$ cat src/rtl/fp_pkg.sv
// Shared FP definitions: exception flag layout and reciprocal pipeline latency.
package fp_pkg;

   typedef struct packed {
      logic invalid;
      logic div_by_zero;
      logic overflow;
      logic underflow;
      logic inexact;
   } fp_flags_t;

   localparam int unsigned FP_RECIP_PIPE_LAT = 13;

endpackage

$ cat src/rtl/fp_result_fifo.sv
// First-word-fall-through result FIFO; a write while full is only taken
// when a pop frees the head slot in the same cycle.
module fp_result_fifo #(
   parameter int unsigned DEPTH = 16,
   parameter int unsigned WIDTH = 41
) (
   input  logic             clk,
   input  logic             rst,
   input  logic             wr_en_i,
   input  logic [WIDTH-1:0] wr_data_i,
   input  logic             rd_en_i,
   output logic [WIDTH-1:0] rd_data_o,
   output logic             empty_o,
   output logic             full_o
);

   localparam int unsigned AW = $clog2(DEPTH);

   logic [WIDTH-1:0] mem_q [DEPTH];
   logic [AW-1:0]    wr_ptr_q, wr_ptr_d;
   logic [AW-1:0]    rd_ptr_q, rd_ptr_d;
   logic [AW:0]      count_q, count_d;
   logic             wr_ok, rd_ok;

   assign empty_o   = (count_q == '0);
   assign full_o    = (count_q == (AW+1)'(DEPTH));
   assign rd_ok     = rd_en_i & ~empty_o;
   assign wr_ok     = wr_en_i & (~full_o | rd_ok);
   assign rd_data_o = mem_q[rd_ptr_q];

   always_comb begin
      wr_ptr_d = wr_ptr_q + AW'(wr_ok);
      rd_ptr_d = rd_ptr_q + AW'(rd_ok);
      count_d  = count_q;
      case ({wr_ok, rd_ok})
         2'b10:   count_d = count_q + (AW+1)'(1);
         2'b01:   count_d = count_q - (AW+1)'(1);
         default: count_d = count_q;
      endcase
   end

   always_ff @(posedge clk or posedge rst) begin
      if (rst) begin
         wr_ptr_q <= '0;
         rd_ptr_q <= '0;
         count_q  <= '0;
      end else begin
         wr_ptr_q <= wr_ptr_d;
         rd_ptr_q <= rd_ptr_d;
         count_q  <= count_d;
      end
   end

   always_ff @(posedge clk) begin
      if (wr_ok) mem_q[wr_ptr_q] <= wr_data_i;
   end

endmodule

$ cat src/rtl/fp_recip_flow_ctrl.sv
// Credit-based flow control around the FP32 reciprocal pipeline with an in-order result FIFO.
// Optional flag accumulation enabled by defining FP_RECIP_FFLAGS_EN.
module fp_recip_flow_ctrl
   import fp_pkg::*;
#(
   parameter int unsigned DEPTH    = 16,
   parameter int unsigned PIPE_LAT = FP_RECIP_PIPE_LAT,
   parameter int unsigned TAG_W    = 4
) (
   input  logic                    clk,
   input  logic                    rst,
   input  logic                    in_valid,
   output logic                    in_ready,
   input  logic [31:0]             in_data,
   input  logic [2:0]              in_rm,
   input  logic [TAG_W-1:0]        in_tag,
   output logic                    rp_valid_in,
   output logic [31:0]             rp_in,
   output logic [2:0]              rp_rm,
   input  logic                    rp_valid_out,
   input  logic [31:0]             rp_out,
   input  logic [4:0]              rp_flags,
   output logic                    out_valid,
   input  logic                    out_ready,
   output logic [31:0]             out_data,
   output logic [4:0]              out_flags,
   output logic [TAG_W-1:0]        out_tag,
   output logic [$clog2(DEPTH):0]  occupancy,
   output logic                    proto_err,
   input  logic                    fflags_clr,
   output logic [4:0]              fflags
);

   localparam int unsigned CW = $clog2(DEPTH) + 1;
   localparam int unsigned PW = 32 + 5 + TAG_W;
   localparam logic [CW-1:0] FULL_CRED = CW'(DEPTH);

   logic [CW-1:0]    credits_q, credits_d;
   logic             accept, pop;
   logic [PIPE_LAT-1:0] tv_q;
   logic [TAG_W-1:0] tt_q [PIPE_LAT];
   logic             last_vld;
   logic             fifo_empty, fifo_full;
   logic [PW-1:0]    fifo_rd;
   fp_flags_t        head_flags;
   logic             proto_err_q, proto_err_d;

   assign in_ready    = (credits_q != '0);
   assign accept      = in_valid & in_ready;
   assign pop         = out_valid & out_ready;
   assign rp_valid_in = accept;
   assign rp_in       = in_data;
   assign rp_rm       = in_rm;
   assign occupancy   = FULL_CRED - credits_q;

   // Credits saturate at DEPTH so a stray pop after an injected result cannot wrap occupancy.
   always_comb begin
      credits_d = credits_q;
      if (accept && !pop)
         credits_d = credits_q - CW'(1);
      else if (pop && !accept && credits_q != FULL_CRED)
         credits_d = credits_q + CW'(1);
   end

   always_ff @(posedge clk or posedge rst) begin
      if (rst) begin
         credits_q <= FULL_CRED;
         tv_q      <= '0;
         for (int unsigned i = 0; i < PIPE_LAT; i++) tt_q[i] <= '0;
      end else begin
         credits_q <= credits_d;
         tv_q[0]   <= accept;
         tt_q[0]   <= in_tag;
         for (int unsigned i = 1; i < PIPE_LAT; i++) begin
            tv_q[i] <= tv_q[i-1];
            tt_q[i] <= tt_q[i-1];
         end
      end
   end

   assign last_vld = tv_q[PIPE_LAT-1];

   fp_result_fifo #(
      .DEPTH (DEPTH),
      .WIDTH (PW)
   ) u_fifo (
      .clk       (clk),
      .rst       (rst),
      .wr_en_i   (rp_valid_out),
      .wr_data_i ({rp_out, rp_flags, tt_q[PIPE_LAT-1]}),
      .rd_en_i   (out_ready),
      .rd_data_o (fifo_rd),
      .empty_o   (fifo_empty),
      .full_o    (fifo_full)
   );

   assign out_valid  = ~fifo_empty;
   assign out_data   = fifo_rd[PW-1 -: 32];
   assign head_flags = fp_flags_t'(fifo_rd[TAG_W +: 5]);
   assign out_flags  = head_flags;
   assign out_tag    = fifo_rd[TAG_W-1:0];

   always_comb begin
      proto_err_d = proto_err_q;
      if ((rp_valid_out && !last_vld) || (last_vld && !rp_valid_out) ||
          (rp_valid_out && fifo_full && !pop))
         proto_err_d = 1'b1;
   end

   always_ff @(posedge clk or posedge rst) begin
      if (rst) proto_err_q <= 1'b0;
      else     proto_err_q <= proto_err_d;
   end

   assign proto_err = proto_err_q;

`ifdef FP_RECIP_FFLAGS_EN
   fp_flags_t fflags_q, fflags_d;

   // Clear is applied before the OR so a same-cycle pop survives the clear.
   always_comb begin
      fflags_d = fflags_q;
      if (fflags_clr) fflags_d = '0;
      if (pop)        fflags_d = fp_flags_t'(fflags_d | head_flags);
   end

   always_ff @(posedge clk or posedge rst) begin
      if (rst) fflags_q <= '0;
      else     fflags_q <= fflags_d;
   end

   assign fflags = fflags_q;
`else
   // Clear input has no effect here; masking keeps it referenced.
   assign fflags = {5{fflags_clr}} & 5'b0;
`endif

endmodule
$ cat config.mk
export PLATFORM = sky130hd
export DESIGN_NAME = fp_recip_flow_ctrl
export DESIGN_NICKNAME = d
export VERILOG_FILES = /design/src/rtl/fp_pkg.sv /design/src/rtl/fp_result_fifo.sv /design/src/rtl/fp_recip_flow_ctrl.sv
export SDC_FILE = /design/constraint.sdc
export NUM_CORES = 1
export LEC_CHECK = 0
export ABC_AREA = 1
export CORE_ASPECT_RATIO = 1.75
export CORE_UTILIZATION = 55
export CTS_CLUSTER_SIZE = 30
export DETAILED_ROUTE_END_ITERATION = 10
export GPL_ROUTABILITY_DRIVEN = 0
export PLACE_DENSITY = 0.75
export SLEW_MARGIN = 10
export SYNTH_ARGS = -nofsm -noshare
export SYNTH_HDL_FRONTEND = slang
export SYNTH_SLANG_ARGS = --single-unit
$ cat constraint.sdc
create_clock -name clk -period 4.5 [get_ports clk]
set_input_delay 0.9 -clock clk [delete_from_list [all_inputs] [get_ports clk]]
set_output_delay 0.9 -clock clk [all_outputs]
set_load 0.01 [all_outputs]
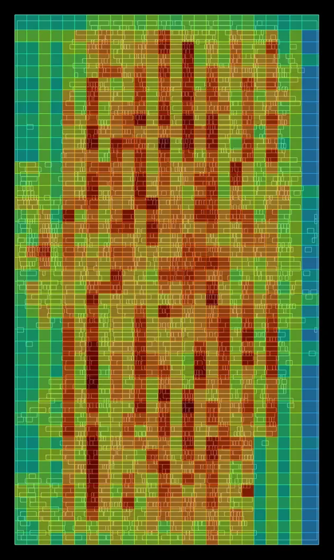
Figure 1: congestion heat map.
final design utilization: 0.630
M1 GR Usage: 0.294
global route hottest layer: met2
GRT met3 Usage: 0.0316

==> deck_impl_summary.md <==
Physical Implementation Snapshot

Critical path
  • CP endpoint kind: output pin
  • Crit Path Class: reg -> out

Status
  • Status: finished, final reports clean

Global routing
  • Vias in the first global route: 17,800
  • Largest net degree at the start of global routing: 164
  • Total grt overflow: 0
  • Gr usage total: 0.242
  • Initial antenna violation count: 2

Drt
  • Wire per inst: 22.0 um
  • Final antenna-violating net count: 0
  • Pre-antenna DRT Iters: 6
  • Via-to-Cell Ratio: 6.02
  • # DRC: 0

Layout
  • Synth-to-Final Area Change: 12.7%
  • Post-route cell area: 0.0326 sq mm
  • # fillers: 3,654
  • Final Net Count: 2,314

Clocking
  • Num CTS Buffers: 61
  • Postcts setup bufs: 0
  • Clock Path Buffers: 3
  • Post-CTS Hold Buffers: 0
  • CTS H-tree depth: 2
  • Latest clock arrival within the worst-skew pair: 0.62 ns

Synthesis
  • Synth area leaders: edfxtp_1 68%, dfrtp_1 7.2%, nor2_1 6.0%
  • Synth Warn #: 0
  • Seq share, synth: 0.754
  • Main synth FF type: edfxtp_1
  • Flip-flops with a built-in enable: 656

Final timing
  • RSZ-0062 raised after global routing: false
  • Slew Viols, Final: 0
  • Slew headroom: 0.379
  • Final-report hold violation count: 0
  • Least-Margin Pin Slew: 0.930 ns
  • Cycle use final: 0.941

Place
  • Placed cell areas: 0.0304 sq mm

Flow run
  • Tool warning count: 31

Floorplan
  • Die Area: 0.0535 sq mm
  • Core Area: 0.0517 sq mm
  • Ports: 172
  • Initial Util: 0.559
  • Chip width: 175 um
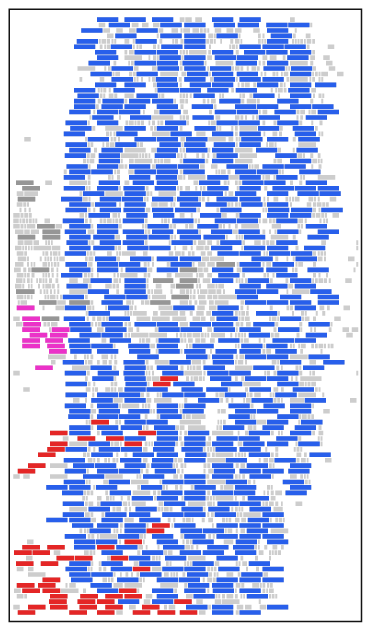
Figure 2: where the registers sit.
Scale: 2 px per um. Other sequential cells in the stronger grey, the rest of the logic in the fainter grey.
- blue: u_fifo.mem_q (placed flops 656)
- magenta: tv_q (placed flops 13; where middle left)
- red: tt_q (placed flops 52; where lower left)

[state kept, by name, summed over array words and instances (netlist names)]
register,cells
u_fifo.rd_ptr_q,4
tv_q,13
tt_q,52
u_fifo.mem_q,656
proto_err,1
u_fifo.count_q,5
credits_q,5
u_fifo.wr_ptr_q,4
[kinds of logic (layout without fill, tap and decap cells)]
| kind of cell | Yosys count | after routing | share of synthesized area |
|---|---|---|---|
| xor+xnor | 12 | 12 | 0.00363 |
| buf+inv | 231 | 320 | 0.0415 |
| flops | 740 | 740 | 0.754 |
| other cells | 1 | 7 | 0.000130 |
| compound gates | 523 | 523 | 0.105 |
| simple gates | 657 | 657 | 0.0900 |
| fa+ha+maj | 14 | 14 | 0.00632 |
[path summary, 6_finish.rpt]
check | startpoint | to | slack, ns | cells past startpoint
setup / recovery | u_fifo.rd_ptr_q[0]$_DFF_PP0_ | out_data[13] | 0.26 | 9
hold / removal | tt_q[24]$_DFF_PP0_ | tt_q[20]$_DFF_PP0_ | 0.34 | 0
setup reg to reg | u_fifo.count_q[0]$_DFFE_PP0P_ | u_fifo.mem_q[13][0]$_DFFE_PP_ | 1.79 | 9
hold reg to reg | tt_q[24]$_DFF_PP0_ | tt_q[20]$_DFF_PP0_ | 0.34 | 0
max in group asynchronous | rst | u_fifo.rd_ptr_q[2]$_DFF_PP0_ | 2.72 | 3
min in group asynchronous | rst | tt_q[47]$_DFF_PP0_ | 0.78 | 2
[per-stage QoR]
step / total power [W] / hold slack (ns) / util / setup WS (ns)
after global routing: 0.0224 / 0.353 / 0.630 / 0.0822
final: 0.0213 / 0.344 / 0.630 / 0.264
after CTS: 0.0214 / 0.348 / 0.630 / 0.242
after detailed placement: 0.0159 / 0.335 / 0.588 / 0.951
after global placement: 0.0156 / 0.332 / 0.588 / 1.01
after floorplan: 0.0132 / 0.331 / - / 1.01
[layer usage]
| layer | part of all wire | wire length, um | vias to the layer above | GRT usage |
|---|---|---|---|---|
| met2 | 0.51 | 33100 | 816 | 0.417 |
| met1 | 0.37 | 24200 | 8795 | 0.294 |
| met4 | 0.046 | 2980 | 0 | 0.130 |
| met3 | 0.069 | 4480 | 192 | 0.0316 |
| li1 | - | - | 7924 | - |
| met5 | 0 | 0 | - | 0 |
[critical path: stages (launching register included)]
cell	delay [ns]
dfrtp_4	0.61
inv_8	0.40
buf_4	0.46
nor2_1	0.07
nor2_1	0.11
o21ai_0	0.12
o211ai_1	0.13
nand3_1	0.13
nand2_1	0.11
clkdlybuf4s50_1	0.54
[report_power, final]
group / leakage [nW] / internal [W] / switching [W]
logic: 3.06 / 0.00253 / 0.00471
registers: 6.90 / 0.00824 / 0.000317
clock network: 1.06 / 0.00317 / 0.00237
[area by class of cell]
type | count | area [sq um] | area share
antenna | 2 | 5.00 | 0.000154
clock buffer | 91 | 1870 | 0.0575
clock inverter | 25 | 275 | 0.00844
inverter | 54 | 211 | 0.00649
multi-input combinational | 1211 | 6050 | 0.186
sequential | 740 | 21800 | 0.669
tap | 672 | 841 | 0.0258
timing repair buffer | 150 | 1530 | 0.0468
No activity file was given, so power comes from the tool's default toggle rates.
